run_1/wires.png
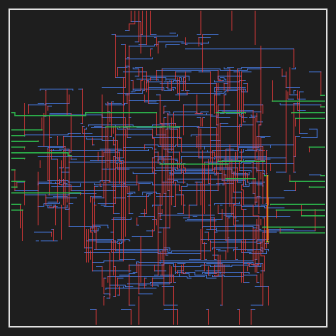
run_1/layer_met3.png
The bar under the picture is 20 um long.
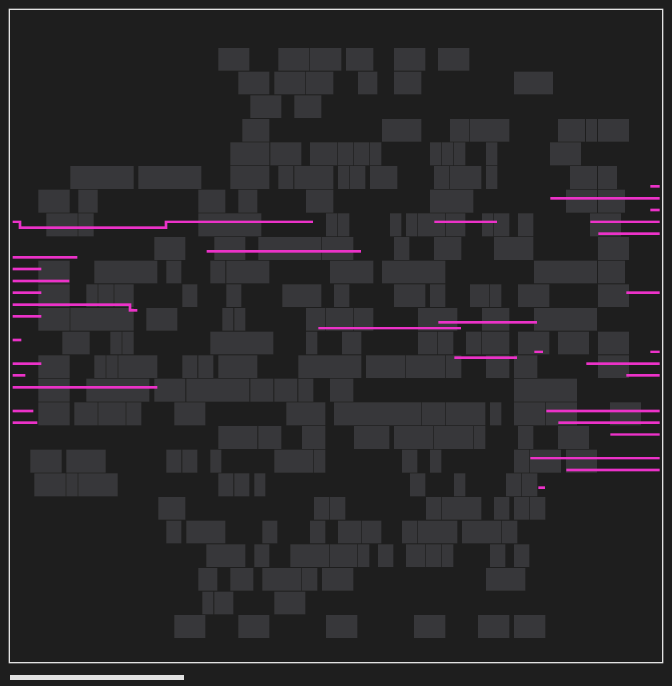
run_1/clk_routes.png
The bar under the picture is 20 um long.
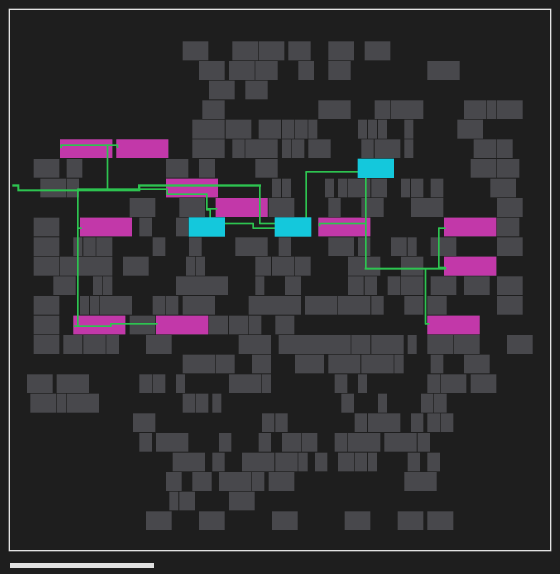
## config.mk

```make
export PLATFORM = sky130hd
export DESIGN_NAME = prog_counter
export DESIGN_NICKNAME = d
export VERILOG_FILES = /design/src/rtl/prog_counter.sv
export SDC_FILE = /design/constraint.sdc
export NUM_CORES = 1
export LEC_CHECK = 0
export CAP_MARGIN = 5
export CELL_PAD_IN_SITES_DETAIL_PLACEMENT = 0
export CELL_PAD_IN_SITES_GLOBAL_PLACEMENT = 1
export CORE_MARGIN = 2
export CORE_UTILIZATION = 30
export DETAILED_ROUTE_END_ITERATION = 10
export GPL_TIMING_DRIVEN = 0
export PLACE_DENSITY = 0.72
export SLEW_MARGIN = 20
export SYNTH_ARGS = -nofsm -noshare
export SYNTH_HDL_FRONTEND = slang
export SYNTH_SLANG_ARGS = --single-unit
```

## constraint.sdc

```tcl
create_clock -name clk -period 3.65 [get_ports clk]
set_clock_uncertainty 0.2 [all_clocks]
set_input_delay 0.73 -clock clk [delete_from_list [all_inputs] [get_ports clk]]
set_output_delay 0.73 -clock clk [all_outputs]
set_load 0.02 [all_outputs]
```

## src/rtl/prog_counter.sv

```systemverilog
// Loadable up/down counter with a programmable terminal value, wrap/saturate/one-shot
// run modes, a terminal-count pulse, a sticky overflow flag and a compare-match output.
module prog_counter #(
    parameter int          WIDTH   = 8,
    parameter int unsigned RST_VAL = 0
) (
    input  logic             clk,
    input  logic             rst,
    input  logic             load,
    input  logic [WIDTH-1:0] load_val,
    input  logic             en,
    input  logic             dir,
    input  logic [1:0]       mode,
    input  logic [WIDTH-1:0] max_val,
    input  logic [WIDTH-1:0] cmp_val,
    input  logic             ovf_clr,
    output logic [WIDTH-1:0] count,
    output logic             tc,
    output logic             ovf,
    output logic             done,
    output logic             cmp_match
);

    localparam logic [1:0] MODE_SAT  = 2'b01;
    localparam logic [1:0] MODE_ONCE = 2'b10;

    function automatic logic [WIDTH-1:0] clamp(input logic [WIDTH-1:0] v,
                                               input logic [WIDTH-1:0] lim);
        return (v > lim) ? lim : v;
    endfunction

    logic terminal;
    logic blocked;

    // Up-terminal uses >= so a max_val lowered below the count still terminates.
    assign terminal  = dir ? (count == '0) : (count >= max_val);
    assign blocked   = (mode == MODE_ONCE) && done;
    assign cmp_match = (count == cmp_val);

    always_ff @(posedge clk) begin
        if (rst) begin
            count <= WIDTH'(RST_VAL);
            tc    <= 1'b0;
            ovf   <= 1'b0;
            done  <= 1'b0;
        end else begin
            tc <= 1'b0;
            if (ovf_clr)
                ovf <= 1'b0;
            if (mode != MODE_ONCE)
                done <= 1'b0;

            if (load) begin
                count <= clamp(load_val, max_val);
                done  <= 1'b0;
            end else if (en && !blocked) begin
                if (terminal) begin
                    // Set after the clear above so a coincident terminal step wins.
                    tc  <= 1'b1;
                    ovf <= 1'b1;
                    case (mode)
                        MODE_SAT:  count <= count;
                        MODE_ONCE: done  <= 1'b1;
                        default:   count <= dir ? max_val : '0;
                    endcase
                end else begin
                    count <= dir ? count - 1'b1 : count + 1'b1;
                end
            end
        end
    end

endmodule

```

==> reports/qor.yml, run 1 <==
synth:
  syn_avg_cell_area_um2: 8.18
  yosysTopAreaCellShare_pct: 19.8
  postSynthNetCount: 242
  ys.flops: 11
  synthCells: 185
  synth_stat.cells: 185
  synth.top_cells.by_area: "ha_1 (20%), dfxtp_1 (15%), a32o_1 (5.3%)"
  ys_chip_area_um2: 1510
  yosys.cell_count.top_type: "ha_1"
  largest_area_cell: "ha_1"
  synth.cell_area_um2: 1510
  yosys.stat.seqShare_pct: 14.5
  synth-main-ff-cell: "dfxtp_1"
  yosysWarnings: 0
  enable_flop_cells: 0
  ranking_of_synthesized_cells_by_instance_count: "ha_1 (24), nand3_1 (16), o21ai_0 (16)"
  async_flop_share_pct: 0
die:
  i_o_pins: 44
  core_region_area_um2: 4790
  chipArea_um2: 5630
  floorplan.core_util_pct: 31.6
  die_w_um: 75.0
  die_h_um: 75.0
final_timing:
  max_freq_mhz: 293
  worst-slew-pin-transition_ns: 0.957
  number_of_hold_violations_in_the_final_report: 0
  holdWs_ns: 0.273
  setup_viol: 0
  slew_violations: 0
  slew-limit-headroom_pct: 35.8
  post-route-period-util_pct: 93.4
  final_critical_path_setup_slack_ns: 0.241
  finalSetupTns_ns: 0
  setup_repair_after_global_routing_missed_its_margin: "false"
placement:
  io_buffers: 43
  detailed_placer_s_ending_hpwl_um: 3470
  pre_cts_ws_ns: -0.212
  finalWeightedCongestion: 0.793
clock_tree:
  tritoncts.num_buffers: 3
  tritoncts: "done"
  total_of_hold_buffers_inserted_after_clock_tree_synthesis: 0
  cts_max_path_buffers: 2
  htree_num_levels: 1
  clock_sink_count: 11
  post_cts.repair.setup_buffers: 0
  path_clk_slew_ns: 0.06
  clk_root_buffer_cell: "clkbuf_8"
global_routing:
  grt_first_pass_wirelength_um: 6950
  grt_remaining_overflow: 0
  pin_count_of_the_biggest_net_entering_global_routing: 14
  antenna_found_initial: 0
hold_path:
  worst_hold_start: "ovf$_SDFF_PP0_"
  min_path_type: "flop to flop"
  min_path_cells: 2
  min_delay_worst_endpoint: "ovf$_SDFF_PP0_"
setup_path:
  worst-r2r-setup-slack_ns: 0.84
  crit_fanout: 8
  worstReg2RegEnd: "count[7]$_SDFFE_PP0P_"
  cp_slowest_stage_delay_ns: 0.57
  timing.critical_path.to_type: "flop"
  setup.worst_path.start_class: "primary input"
  regToRegStartpoint: "count[6]$_SDFFE_PP0P_"
  cp_cell_sequence: "clkdlybuf4s50_1, inv_1, ha_1, o2111a_1, a2111oi_4, a211oi_4, a211oi_2, a21boi_0, a32o_1"
  worst-path-buf-inv: 2
  crit_slowest_cell: "a211oi_2"
  r2r.worst_path.cells: 7
  kind_of_cell_with_the_highest_combined_delay_on_the_critical_path: "AND-OR/OR-AND gates"
  timing.critical_path.required_ns: 3.63
  critPathArrivalTime_ns: 3.39
  type_of_the_setup_path_with_the_least_slack: "primary input to flop"
finish:
  area.growth.synth_to_final_pct: 37.2
  total_nets_final: 290
  fillerInstances: 492
  drive_gt1_share_pct: 6.03
  diodes: 0
  finalCoreUtilization_pct: 43.4
pwr:
  leakage_nw: 0.821
  design_power_mw: 0.656
  power.density_nw_per_um2: 316
  ir_worst_vdd_uv: 170
route:
  route.detailed.drc: 0
  ant_nets: 0
  drt_initial_violations: 80
  vias_per_cell: 5.25
run:
  maxCapViolations: 0
  log.warning_count: 27
status:
  run_status: "complete, no violations"
-- wires.png (at the start) --
| layer | color | wire length |
|---|---|---|
| metal 2 | red | 1,930 um |
| metal 4 | orange | 15.6 um |
| metal 3 | green | 257 um |
| metal 1 | blue | 1,990 um |
Wirelength per Cell: 14.0 um
final wirelength: 4190 um
total global routing track utilization: 16.1%
detailed-route via count: 1,570

-- layer_met3.png (at the start) --
share of all routed wire: 6.1%
wire length on this layer: 257 um
longest straight run: 17.5 um
met3 Usage GRT: 4.55%

-- clk_routes.png (at the start) --
[flip-flops] magenta | count: 11
[clock drivers] cyan | count: 3
[clock wires] green | length: 196 um
routed clock nets: 4
worst-skew pair later-pin latency: 0.24 ns
part of the power in the clock network: 19.2%
Clock group: 0.126 mW

-- run 1: area by class of cell --
cell class	instances	area (um2)	share of cell area, %
clock buffers	3	41.3	1.99
inverters	12	45.0	2.17
well taps	67	83.8	4.04
clock inverters	1	5.00	0.241
repair buffers	43	433	20.8
plain buffers	2	7.51	0.361
multi-input cells	160	1240	59.8
flip-flops and latches	11	220	10.6
-- run 1: routing by layer --
metal | up-vias | share of wire [%] | GRT usage (%)
li1 | 808 | - | -
met3 | 2 | 6.1 | 4.55
met1 | 719 | 47 | 21.3
met4 | 0 | 0.36 | 1.79
met2 | 41 | 46 | 26.7
met5 | - | 0 | 0
-- run 1: stage by stage --
step,area (um2),cells
global placement,2030,295
detailed placement,2030,295
CTS,2070,299
finish,2080,299
global route,2080,299
floorplan,1510,185
-- run 1: worst min-delay path: stages (launching register included) --
cell and delay (ns):
dfxtp_1 0.31, nand2b_1 0.06, a21oi_1 0.05
-- run 1: flip-flops by register name (all words and copies together), names as in the netlist --
signal / cells
count: 8
done: 1
ovf: 1
tc: 1
-- run 1: where the power goes --
group          internal [mW]  switching, mW  total (mW)
clock network         0.0753         0.0506       0.126
logic                  0.176          0.189       0.365
registers              0.135         0.0310       0.166
-- run 1: how the worst max path moves through the flow --
stage	to	startpoint	cells after the start
2_1_floorplan	count[7]$_SDFFE_PP0P_	max_val[4]	8
5_1_grt	count[7]$_SDFFE_PP0P_	max_val[4]	9
6_report	count[7]$_SDFFE_PP0P_	max_val[4]	9
3_5_place_dp	count[7]$_SDFFE_PP0P_	dir	8
4_1_cts	count[7]$_SDFFE_PP0P_	dir	8
3_3_place_gp	count[7]$_SDFFE_PP0P_	dir	8
-- run 1: cell families (layout without fill, tap and decap cells) --
logic type,Yosys count,count (layout),share of synthesized area [%]
multiplexers,1,1,0.661
adder cells (fa/ha/maj),25,25,21.2
AND/OR/NAND/NOR,54,54,18.8
AND-OR/OR-AND,67,67,33.9
flip-flops,11,11,14.5
buffers and inverters,14,61,3.47
XOR/XNOR,13,13,7.52
-- run 1: cells in the final DEF (no fill, tap or decap), types with 2 or more instances in the layout --
cell type        netlist  final
nand4_1                4      4
a211oi_1               3      3
a32o_1                 8      8
a21oi_1               12     12
xnor2_1                9      9
nand2b_1               3      3
a211o_1                3      3
nor3_1                 2      2
nand3_1               16     16
a211oi_4               2      2
nor4_2                 2      2
nand2_1               11     11
inv_1                 11     11
o21ai_1                3      3
nor2_1                 8      8
a31oi_1                3      3
o211ai_1               2      2
a211oi_2               2      2
xor2_1                 4      4
ha_1                  24     24
dfxtp_1               11     11
clkbuf_8               0      3
clkdlybuf4s50_1        0     42
a21boi_0               2      2
clkbuf_1               2      2
o21ai_0               16     16
nor2b_1                3      3
run_1/layer_met2.png
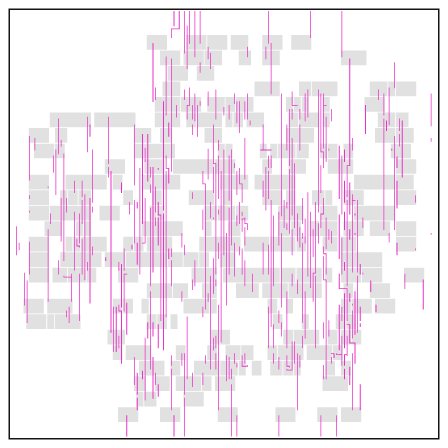

--- run 2 (diff from run 1) ---
REMOVE_ABC_BUFFERS = 1   (was not set)
run_2/layer_met2.png
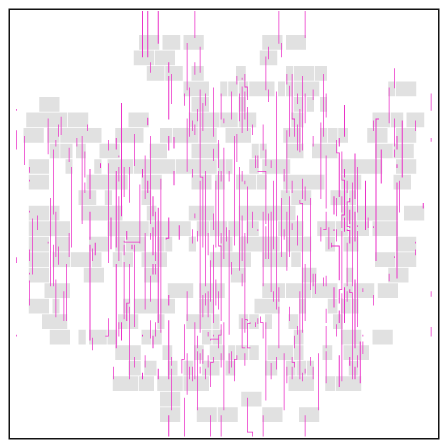
nets with wire on the layer: 250
share of all routed wire: 45%
wire length on this layer: 1,890 um

run_2/congestion.png
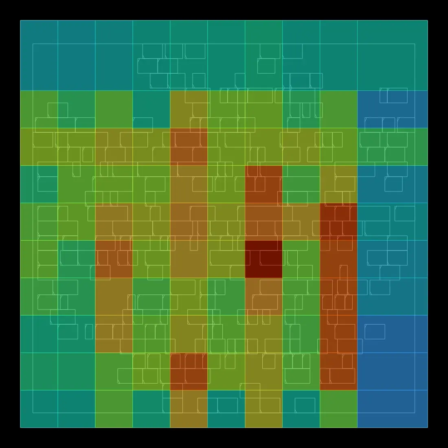
Global Route met2 Usage: 26.3%
utilization after layout: 43.2%
met1 layer usage reported by global route: 21.0%
total global routing track utilization: 15.8%

==> reports/qor.yml, run 2 <==
status:
  run_status: "complete, no violations"
finish:
  diodes: 0
  final_layout_top_logic_cell: "clkdlybuf4s50_1"
  drive_gt1_share_pct: 6.09
  largest_register_ff_count: 8
  area.growth.synth_to_final_pct: 36.7
  largest-register: "count"
  mostFrequentLayoutCells: "clkdlybuf4s50_1 (42), ha_1 (24), o21ai_0 (16), nand3_1 (16), a21oi_1 (12)"
synth:
  synth-main-ff-cell: "dfxtp_1"
  yosysWarnings: 0
  largest_area_cell: "ha_1"
  async_flop_share_pct: 0
  ys_chip_area_um2: 1510
  yosysTopAreaCellShare_pct: 19.8
  synth.top_cells.by_area: "ha_1 (20%), dfxtp_1 (15%), a32o_1 (5.3%)"
  synth.cell_area_um2: 1510
  syn_avg_cell_area_um2: 8.18
  yosys.stat.seqShare_pct: 14.5
  yosys.cell_count.top_type: "ha_1"
final_timing:
  max_freq_mhz: 296
  slew-limit-headroom_pct: 40.9
  setup_repair_after_global_routing_missed_its_margin: "false"
  slew_violations: 0
  worst-slew-pin-transition_ns: 0.884
placement:
  io_buffers: 43
  detailed_placer_s_ending_hpwl_um: 3480
setup_path:
  setup.worst_path.start_class: "primary input"
  crit_fanout: 8
  timing.critical_path.required_ns: 3.63
  critPathArrivalTime_ns: 3.36
  r2r.worst_path.cells: 7
  timing.critical_path.to_type: "flop"
clock_tree:
  tritoncts: "done"
  clk_root_buffer_cell: "clkbuf_8"
  clk-insertion-delay-late_ns: 0.24
  total_of_hold_buffers_inserted_after_clock_tree_synthesis: 0
  clock_sink_count: 11
  cts_max_path_buffers: 2
  tritoncts.num_buffers: 3
  path_clk_slew_ns: 0.05
global_routing:
  antenna_found_initial: 0
  grt_first_pass_wirelength_um: 6800
  grt_remaining_overflow: 0
route:
  vias: 1578
  vias_per_cell: 5.31
  routed_wl_um: 4200
  wire_per_inst_um: 14.1
  drt_initial_violations: 62
  route.detailed.drc: 0
  ant_nets: 0
pwr:
  design_power_mw: 0.653
  ir_worst_vdd_uv: 226
  power.density_nw_per_um2: 316
  leakage_nw: 0.819
die:
  die_w_um: 75.0
  chipArea_um2: 5630
  core_region_area_um2: 4790
  die_h_um: 75.0
run:
  maxCapViolations: 0
  log.warning_count: 26
hold_path:
  min_path_cells: 2
## run 2: cell types whose count changed in the layout (fill, tap and decap cells not counted)
cell / change
clkbuf_1: -2
## run 2: worst max-delay path: stages
cell and delay, ns:
clkdlybuf4s50_1 0.52, inv_1 0.08, ha_1 0.29, o2111a_1 0.29
a2111oi_4 0.38, a211oi_4 0.12, a211oi_2 0.52, a21boi_0 0.25
a32o_1 0.18
## run 2: final timing paths
check,startpoint,end
hold / removal,ovf$_SDFF_PP0_,ovf$_SDFF_PP0_
setup / recovery,max_val[4],count[7]$_SDFFE_PP0P_
hold reg to reg,ovf$_SDFF_PP0_,ovf$_SDFF_PP0_
setup reg to reg,count[6]$_SDFFE_PP0P_,count[7]$_SDFFE_PP0P_
## run 2: power breakdown
part           switching [mW]  total, mW  internal, mW
Clock                  0.0488      0.124        0.0752
Sequential             0.0314      0.166         0.135
Combinational           0.187      0.363         0.176
## run 2: cell type report
class	instances	area, um2
Clock inverter	1	5.00
Inverter	12	45.0
Fill cell	507	2720
Clock buffer	3	41.3
Timing Repair Buffer	43	433
Sequential cell	11	220
Tap cell	67	83.8
Multi-Input combinational cell	160	1240
## run 2: per-stage QoR
stage | std cells | hold WS (ns) | TNS [ns] | instance area, um2 | setup WS, ns
2_1_floorplan | 183 | 0.336 | 0 | 1510 | 0.864
3_3_place_gp | 293 | 0.262 | -0.289 | 2020 | -0.208
3_5_place_dp | 293 | 0.269 | -0.270 | 2020 | -0.174
4_1_cts | 297 | 0.274 | 0 | 2070 | 0.0643
5_1_grt | 297 | 0.307 | 0 | 2070 | 0.149
6_report | 297 | 0.268 | 0 | 2070 | 0.270
## run 2: logic make-up (layout without fill, tap and decap cells)
logic type                 Yosys count  after routing  synth area share, %
xor gates and xnor gates            13             13                 7.52
buffers and inverters               14             59                 3.47
AOI/OAI and AO/OA                   67             67                 33.9
adders and majority gates           25             25                 21.2
and+or+nand+nor                     54             54                 18.8
DFF                                 11             11                 14.5
muxes                                1              1                0.661
## run 2: routing by layer
layer / vias up / GRT usage (%) / share of wire, %
li1: 806 / - / -
met1: 719 / 21.0 / 48
met2: 51 / 26.3 / 45
met3: 2 / 4.28 / 6.7
met4: 0 / 1.98 / 0.57
met5: - / 0 / 0
No activity file was given, so power comes from the tool's default toggle rates.
